### Met2 routing

Drawn at 3 px/micron.
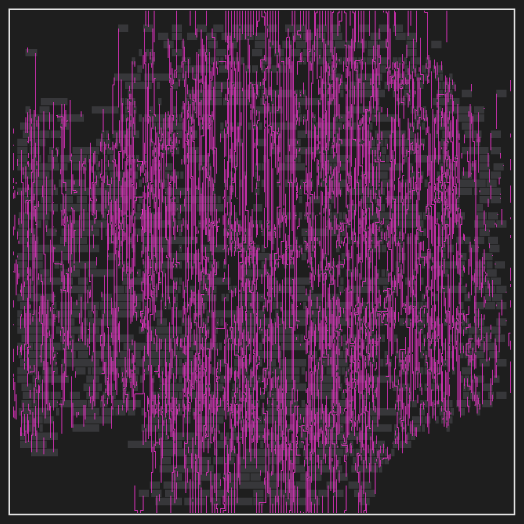
### Pin placement

Drawn at 3 px/micron. Pins as bars across the die edge, other pins in grey.
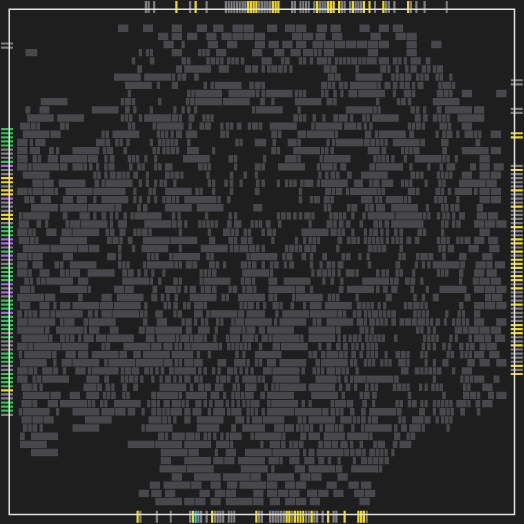
### Wiring heat map

Drawn at 2 px/micron. The die is cut into 34 by 34 equal tiles; dark blue is low, red is high, scaled to the fullest tile. Values are wire area over tile area, all layers added.
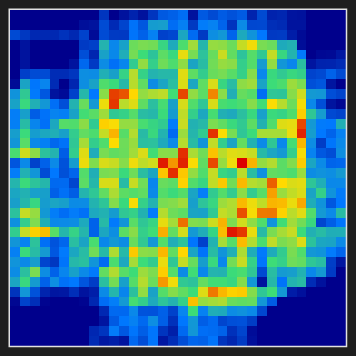
### The metal 3 layer

Drawn at 3 px/micron.
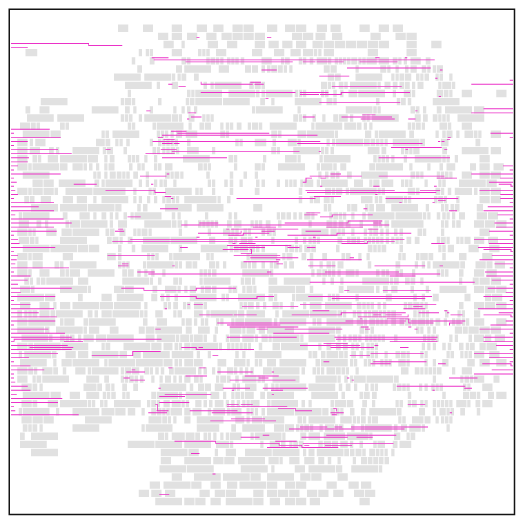
===== config.mk =====
export PLATFORM = sky130hd
export DESIGN_NAME = fetch_sequencer
export DESIGN_NICKNAME = d
export VERILOG_FILES = /design/src/rtl/fetch_pkg.sv /design/src/rtl/fetch_byte_assembler.sv /design/src/rtl/fetch_sequencer.sv
export SDC_FILE = /design/constraint.sdc
export NUM_CORES = 1
export LEC_CHECK = 0
export ABC_AREA = 1
export CORE_MARGIN = 2
export CORE_UTILIZATION = 40
export CTS_CLUSTER_SIZE = 40
export DETAILED_ROUTE_END_ITERATION = 6
export HOLD_SLACK_MARGIN = 0.1
export PLACE_DENSITY = 0.76
export SYNTH_ARGS = -nofsm -noshare
export SYNTH_HDL_FRONTEND = slang
export SYNTH_SLANG_ARGS = --single-unit

===== constraint.sdc =====
create_clock -name clk -period 6.6 [get_ports clk]
set_clock_uncertainty 0.15 [all_clocks]
set_input_delay 0.99 -clock clk [delete_from_list [all_inputs] [get_ports clk]]
set_output_delay 0.99 -clock clk [all_outputs]
set_load 0.02 [all_outputs]

===== src/rtl/fetch_pkg.sv =====
// Shared definitions for the byte-serial instruction fetch sequencer.
package fetch_pkg;

    typedef enum logic [1:0] {
        ST_IDLE  = 2'd0,
        ST_FETCH = 2'd1,
        ST_HOLD  = 2'd2
    } fetch_state_e;

    localparam int          INSTR_BYTES = 4;
    localparam logic [63:0] RESET_PC    = 64'h0;

    // One-hot write enable for the byte lane addressed by idx.
    function automatic logic [3:0] lane_decode(input logic [1:0] idx);
        lane_decode = 4'b0001 << idx;
    endfunction

endpackage


===== src/rtl/fetch_byte_assembler.sv =====
// Holds the four instruction byte lanes; bytes land little-endian by lane index.
module fetch_byte_assembler
    import fetch_pkg::*;
(
    input  logic        clk,
    input  logic        rst_n,
    input  logic        capture,
    input  logic [1:0]  lane,
    input  logic [7:0]  byte_in,
    output logic [31:0] word
);

    logic [3:0]      lane_we_s;
    logic [3:0][7:0] lanes_r;

    // Decode the target lane of an accepted byte.
    always_comb begin
        if (capture) begin
            lane_we_s = lane_decode(lane);
        end else begin
            lane_we_s = 4'b0000;
        end
    end

    // Byte lane storage.
    always_ff @(posedge clk or negedge rst_n) begin
        if (!rst_n) begin
            lanes_r <= '0;
        end else begin
            for (int i = 0; i < 4; i++) begin
                if (lane_we_s[i]) begin
                    lanes_r[i] <= byte_in;
                end
            end
        end
    end

    assign word = lanes_r;

endmodule


===== src/rtl/fetch_sequencer.sv =====
// Fetches one instruction a byte at a time and holds it until the consumer takes it.
module fetch_sequencer
    import fetch_pkg::*;
#(
    parameter int                    DATA_WIDTH  = 64,
    parameter int                    INSTR_BYTES = fetch_pkg::INSTR_BYTES,
    parameter logic [DATA_WIDTH-1:0] RESET_PC    = DATA_WIDTH'(fetch_pkg::RESET_PC)
) (
    input  logic                  clk,
    input  logic                  rst_n,
    input  logic                  fetch_en,
    input  logic                  redirect_valid,
    input  logic [DATA_WIDTH-1:0] redirect_pc,
    output logic                  mem_req,
    output logic [DATA_WIDTH-1:0] mem_addr,
    input  logic                  mem_ack,
    input  logic [7:0]            mem_rdata,
    output logic                  instr_valid,
    input  logic                  instr_ready,
    output logic [31:0]           instr,
    output logic [DATA_WIDTH-1:0] instr_pc
);

    localparam logic [1:0] LAST_IDX = 2'(INSTR_BYTES - 1);

    fetch_state_e          state_r, next_state_s;
    logic [DATA_WIDTH-1:0] pc_r, next_pc_s;
    logic [1:0]            byte_idx_r, next_idx_s;
    logic                  capture_s;
    logic                  mem_req_r, instr_valid_r;
    logic [DATA_WIDTH-1:0] mem_addr_r;

    // Next-state and datapath decode; a redirect overrides everything, including a same-cycle ack.
    always_comb begin
        next_state_s = state_r;
        next_pc_s    = pc_r;
        next_idx_s   = byte_idx_r;
        capture_s    = 1'b0;
        if (redirect_valid) begin
            next_pc_s  = redirect_pc;
            next_idx_s = 2'd0;
            if (fetch_en) begin
                next_state_s = ST_FETCH;
            end else begin
                next_state_s = ST_IDLE;
            end
        end else begin
            case (state_r)
                ST_IDLE: begin
                    if (fetch_en) begin
                        next_state_s = ST_FETCH;
                    end else begin
                        next_state_s = ST_IDLE;
                    end
                end
                ST_FETCH: begin
                    if (mem_req_r && mem_ack) begin
                        capture_s  = 1'b1;
                        next_idx_s = byte_idx_r + 2'd1;
                        if (byte_idx_r == LAST_IDX) begin
                            next_state_s = ST_HOLD;
                        end else begin
                            next_state_s = ST_FETCH;
                        end
                    end else begin
                        next_state_s = ST_FETCH;
                    end
                end
                ST_HOLD: begin
                    if (instr_ready) begin
                        next_pc_s  = pc_r + DATA_WIDTH'(INSTR_BYTES);
                        next_idx_s = 2'd0;
                        if (fetch_en) begin
                            next_state_s = ST_FETCH;
                        end else begin
                            next_state_s = ST_IDLE;
                        end
                    end else begin
                        next_state_s = ST_HOLD;
                    end
                end
                default: begin
                    next_state_s = ST_IDLE;
                    next_idx_s   = 2'd0;
                end
            endcase
        end
    end

    // State, PC and registered memory/consumer outputs, all derived from the next-state decode.
    always_ff @(posedge clk or negedge rst_n) begin
        if (!rst_n) begin
            state_r       <= ST_IDLE;
            pc_r          <= RESET_PC;
            byte_idx_r    <= 2'd0;
            mem_req_r     <= 1'b0;
            mem_addr_r    <= RESET_PC;
            instr_valid_r <= 1'b0;
        end else begin
            state_r       <= next_state_s;
            pc_r          <= next_pc_s;
            byte_idx_r    <= next_idx_s;
            mem_req_r     <= (next_state_s == ST_FETCH);
            mem_addr_r    <= next_pc_s + DATA_WIDTH'(next_idx_s);
            instr_valid_r <= (next_state_s == ST_HOLD);
        end
    end

    fetch_byte_assembler u_assembler (
        .clk     (clk),
        .rst_n   (rst_n),
        .capture (capture_s),
        .lane    (byte_idx_r),
        .byte_in (mem_rdata),
        .word    (instr)
    );

    assign mem_req     = mem_req_r;
    assign mem_addr    = mem_addr_r;
    assign instr_valid = instr_valid_r;
    assign instr_pc    = pc_r;

endmodule


==> reports/results.ini <==
[power]
p_int_uw=2050
p_clk_share_pct=34.0
p_seq_uw=1230
p_sw_uw=1080
switching_share_pct=34.5
p_seq_share_pct=39.2
power_uw=3130
p_leak_uw=0.00642
power.group.top=sequential cells
pg_comb_uw=839

[place]
dp_slack_ns=1.58
dp_cells=2097
dp.final_hpwl_mm=36.2
postPlaceCellArea_sq_um=13500
io_buffers=239

[synth]
edf_count=0
floorplan.nets=1627
synthMuxAreaShare_pct=0
aoi_share_pct=4.63
synth_top_cell_by_count=nand2_1
synthTopLogicFamily=simple AND/OR/NAND/NOR gates
top_area_share_pct=38.7
synthTopCellsByArea=dfrtp_1, nand2_1, nor2_1
yosysUniqueCellTypes=46
synth_adder_area_share_pct=1.00
yosys_register_bits=166
yosysSeqAreaShare_pct=38.7
netlist_area_sq_um=10700
yosys.area.top_type=dfrtp_1
yosys-stat-cells=1541
ys_sh_xor_pct=3.10
simple_gate_share_pct=44.7
ys_warn_count=0
avgSynthCellArea_sq_um=6.97

[finish]
final_cells=2130
nets=1867
sh_comb_area_pct=40.7
largestClassByArea=logic gates
clkCellAreaFrac_pct=4.35
n_clock_buffer=20
nNonClkBuffers=241
layout.nonclk_buf_share_pct=17.2
n_antenna_cell=1
comb_cells=1156
fillers=2481
drive_above_1_share_pct=10.5
layout_top_cell=nand2_1
ff_latch_area_sq_um=4150
syn_to_final_growth_pct=31.2
seq_area_share_pct=29.5
inv_count=199
seq_cells=166
area.combinational_sq_um=5740

[clock_network]
clk_path_buf_depth=2
clk_pin_slew_ns=0.07
postCtsHoldBufs=0
root_buffer=clkbuf_16
h-tree-depth=4
clock_sinks=166
cts_setup_buffers=0

[timing]
rsz0062_at_grt=false
fin_tns_setup_ns=0
setup_slack_ns=1.94
fin_hold_ws_ns=0.342
setup_violations=0
max_freq_mhz=215
relSlewSlack_pct=36.0
finalHoldViolCount=0
final.period_utilization_pct=70.6
worst_slew_pin_slew_ns=0.959

[setup_path]
r2r_setup_slack_ns=2.56
path_depth=17
r2r-end=mem_addr[49]
crit_family=simple AND/OR/NAND/NOR gates
worstPathBufferInverterCount=3
cp.arrival_ns=4.83
cp-end-kind=flip-flop
path_max_fanout=31
r2r-start=instr_pc[3]
critPathKind=input port to flip-flop
required_ns=6.77
start_kind=input port
critPathMaxStageDelay_ns=0.71
rr_worst_depth=16

[grt]
grt_busiest_layer=met2
use_met2_pct=51.2
antenna_found_initial=0
grt_use_met1_pct=40.7
grt-ovfl-total=0
gr-usage-all-layers_pct=31.8
grt_pass1_vias=11400
grt_pass1_wl_mm=67.0

[routing]
ant_nets=0
drc=0
wl_met1_mm=18.1
firstDrtPassIters=6
wl_per_cell_microns=21.0
dr_wl_met3_mm=4.20
routed.top_layer=met4
wl_met2_mm=20.4

[run]
drv_cap=0
warnings=35

[worst_hold_path]
min-delay-start=u_assembler.word[26]
holdCritPathClass=flip-flop to flip-flop
holdPathEnd=u_assembler.word[26]

[floorplan]
row_count=59
fp_util_pct=41.0
io_pins=240
tap_cells=335
fp.dieArea_sq_um=28200
core-area_sq_um=26200

[outcome]
status=finished, final reports clean

-- 'Met2 routing' (at the start) --
share of all routed wire	46%
longest straight run	72.9 microns
nets with wire on the layer	1554

-- 'Pin placement' (at the start) --
port	colour	pins	direction	edge
redirect_valid	cyan	1	input	bottom
mem_rdata	purple	8	input	left
instr	green	32	output	left
redirect_pc	yellow	64	input	22 right, 19 top, 16 bottom, 7 left
die width: 168 microns
Chip Height: 168 microns

-- 'Wiring heat map' (at the start) --
fullest tile	0.73
nearly empty tiles	13%
mean over tiles	0.27

-- 'The metal 3 layer' (at the start) --
share of all routed wire	9.4%
longest straight run	97.1 microns
nets with wire on the layer	319
final WL: 44.7 mm
met3 usage: 7.36%
via count: 11400

